**config.mk**
```make
export PLATFORM = sky130hd
export DESIGN_NAME = eaglesong_sponge_ctrl
export DESIGN_NICKNAME = d
export VERILOG_FILES = /design/src/rtl/eaglesong_sponge_ctrl.sv
export SDC_FILE = /design/constraint.sdc
export NUM_CORES = 2
export LEC_CHECK = 0
export CAP_MARGIN = 20
export CORE_AREA = 10 10 510 512
export CTS_BUF_LIST = sky130_fd_sc_hd__clkbuf_2
export DETAILED_ROUTE_END_ITERATION = 7
export DIE_AREA = 0 0 520 522
export PLACE_DENSITY_LB_ADDON = 0.05
export REMOVE_ABC_BUFFERS = 1
export SYNTH_ARGS = -nofsm -noshare
export SYNTH_HDL_FRONTEND = slang
export SYNTH_SLANG_ARGS = --single-unit
```
**constraint.sdc**
```tcl
create_clock -name clk -period 30.6 [get_ports clk]
set_input_delay 4.59 -clock clk [delete_from_list [all_inputs] [get_ports clk]]
set_output_delay 4.59 -clock clk [all_outputs]
set_load 0.005 [all_outputs]
```
**src/rtl/eaglesong_sponge_ctrl.sv**
```systemverilog
// eaglesong_sponge_ctrl: Eaglesong sponge absorb/pad/squeeze controller driving an external permutation core
module eaglesong_sponge_ctrl #(
  parameter logic [7:0] DELIM = 8'h06
) (
  input  logic              clk,
  input  logic              rst,
  input  logic [31:0]       msg_data,
  input  logic              msg_valid,
  input  logic              msg_last,
  input  logic [1:0]        msg_last_bytes,
  output logic              msg_ready,
  output logic [15:0][31:0] perm_state_out,
  output logic              perm_start,
  input  logic [15:0][31:0] perm_state_in,
  input  logic              perm_done,
  output logic [7:0][31:0]  digest,
  output logic              digest_valid,
  input  logic              digest_ack
);
  typedef enum logic [1:0] {ABSORB, START, WAIT, OUTPUT} fsm_t;
  fsm_t fsm, fsm_n;
  logic [15:0][31:0] st, st_n;
  logic [7:0][31:0] dig_n;
  logic [2:0] k, k_n;
  logic fin, fin_n, pad, pad_n, first, first_n, alive, full;
  logic [31:0] w;
  assign full = msg_last_bytes == 2'd0;
  assign w = !msg_last || full ? msg_data :
             msg_last_bytes == 2'd1 ? {msg_data[31:24], DELIM, 16'h0} :
             msg_last_bytes == 2'd2 ? {msg_data[31:16], DELIM, 8'h0} : {msg_data[31:8], DELIM};
  assign msg_ready = alive && fsm == ABSORB;
  assign perm_start = fsm == START;
  assign digest_valid = fsm == OUTPUT;
  assign perm_state_out = st;
  always_ff @(posedge clk or posedge rst)
    if (rst) begin
      fsm <= ABSORB;
      st <= '0;
      digest <= '0;
      k <= 3'd0;
      fin <= 1'b0;
      pad <= 1'b0;
      first <= 1'b0;
      alive <= 1'b0;
    end else begin
      fsm <= fsm_n;
      st <= st_n;
      digest <= dig_n;
      k <= k_n;
      fin <= fin_n;
      pad <= pad_n;
      first <= first_n;
      alive <= 1'b1;
    end
  always_comb begin
    fsm_n = fsm;
    st_n = st;
    dig_n = digest;
    k_n = k;
    fin_n = fin;
    pad_n = pad;
    first_n = 1'b0;
    if (fsm == ABSORB && msg_valid && msg_ready) begin
      st_n[k] = st[k] ^ w;
      k_n = msg_last ? 3'd0 : k + 3'd1;
      if (msg_last && full && k != 3'd7) st_n[k + 3'd1] = st[k + 3'd1] ^ {DELIM, 24'h0};
      if (msg_last) {fin_n, pad_n} = full && k == 3'd7 ? 2'b01 : 2'b10;
      if (msg_last || k == 3'd7) fsm_n = START;
    end
    if (fsm == START) begin
      fsm_n = WAIT;
      first_n = 1'b1;
    end
    if (fsm == WAIT && !first && perm_done) begin
      fsm_n = fin ? OUTPUT : pad ? START : ABSORB;
      if (fin) dig_n = perm_state_in[7:0];
      else begin
        st_n = perm_state_in;
        if (pad) st_n[0] = perm_state_in[0] ^ {DELIM, 24'h0};
      end
      fin_n = fin | pad;
      pad_n = 1'b0;
    end
    if (fsm == OUTPUT && digest_ack) begin
      fsm_n = ABSORB;
      st_n = '0;
      k_n = 3'd0;
      fin_n = 1'b0;
      pad_n = 1'b0;
    end
  end
endmodule
```
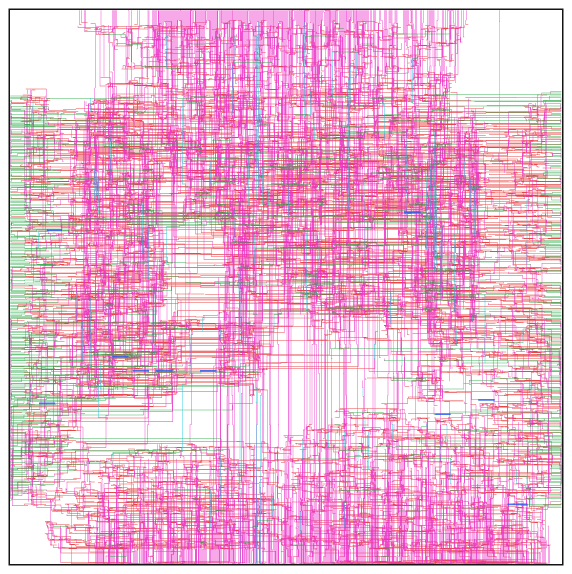
Fig. 1. Metal layers overlaid.
red -> metal 1  # wire length 131 mm
green -> metal 3  # wire length 26.1 mm
blue -> metal 5  # wire length 140 µm
cyan -> metal 4  # wire length 7390 µm
magenta -> metal 2  # wire length 147 mm
Total Wirelength: 312000 µm
gr usage total: 21.9%
routed len/inst: 34.8 µm

==> run summary <==
run metrics: top-count cell post-synth dfrtp_1, logic area 0.0183 mm², power share of the combinational group 54.2%, P_seq 1930 µW, Cells after Synth 4055, crit path to perm_start, clock tree sinks 777, most frequent logic cell in the layout clkdlybuf4s50_1, Placed Area 0.0561 mm², crit path max fanout 14, Seq pwr share 30.7%, Worst VDD drop 0.0623 mV, via count 40600, Worst Tran Pin Value 1.23 ns, Max Freq 125 MHz, pre-CTS setup slack 21.40 ns, RSZ-0062 raised after global routing false, Dominant combinational family AND-OR/OR-AND gates, root buf cell clkbuf_2, worst slack on hold paths 0.504 ns, final setup vio count 0, Logic power comb 3410 µW, Signal inverters 11, Initial DRC Count 2926, worst setup path category reg2out, Setup WS post-layout 22.59 ns, sequential share of the synthesized area 49.9%, ANT cells 20, Adder-Cell Fraction of Synth Area 0.161%, chip area 0.271 mm², largest net degree at the start of global routing 232, main area contributors dfrtp_1, mux2_2, o21ai_0, final hold vios 0, gr busiest metal met2, post-CTS sizing 0, M1 GR Usage 27.4%, power density cells 108 mW/mm², GPL Wtd Cong 0.777, Initial Utilization 15.6%, Top FF cell, synth dfrtp_1, area occupied by registers 0.0194 mm², drt first pass iters 7, LEAKAGE 0.0228 µW, post-synthesis average cell area 9.61 µm², global-route wire length before repair 411000 µm, FP Rows 184, Netlist Area Pre-Place 0.0390 mm², outcome completed, MUX area fraction 12.7%, I/O Buffers 1322, worst-case register-to-register setup slack 25.72 ns, Yosys top cell by area dfrtp_1, Critical R2R Capture perm_state_out[174]$_DFF_PP0_, number of cells in Yosys stat 4055, Simple-Gate Area Share 12.7%, vias in the first global route 41700, sw power 2880 µW, Arrival @ worst endpoint 3.42 ns, Critical Path Start Type flop, max cap viols 0, Post-CTS Setup Bufs 0, TNS Setup 0 ns, clock buffer count 420, Top cells excl fill/tap clkdlybuf4s50_1, dfrtp_1, nand2_1, o21ai_0, clkbuf_2, CTS tree built, Power Total 6290 µW, sequential cell area share 33.3%, met3 usage 7.63%, share of cells above drive strength 1 16.2%, crit path launch fsm[0]$_DFFE_PP0P_, delay of the slowest critical-path stage 0.72 ns, antenna viol nets, final 0, buffers outside the clock class 1415, critical path cell sequence nor2b_1 -> clkdlybuf4s50_1, metal1 wirelength 131000 µm, EDFF count, synth 0, fin crit share 26.2%, CTS Buffer Depth 4, Core ar. 0.250 mm², placed insts 8489, R2R cell count 7, met2 GRT Util 36.2%, worst r2r src k[0]$_DFFE_PP0P_, Clk pwr share 15.1%, count of multi-input gates 2939, Biggest Area Class flip-flops and latches, final net count 5991
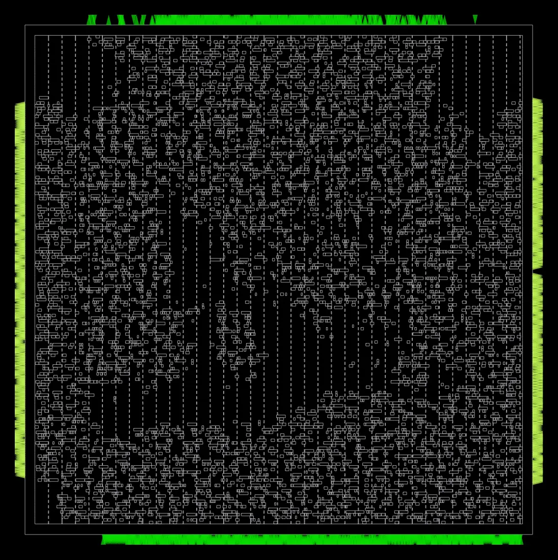
Fig. 2. Placement view.
Fillers: 27600
Cell Count, Final, Fillers Out: 8956
Tapcells: 3348
flip-flops: 777

Power is estimated from default activity; no workload was simulated.
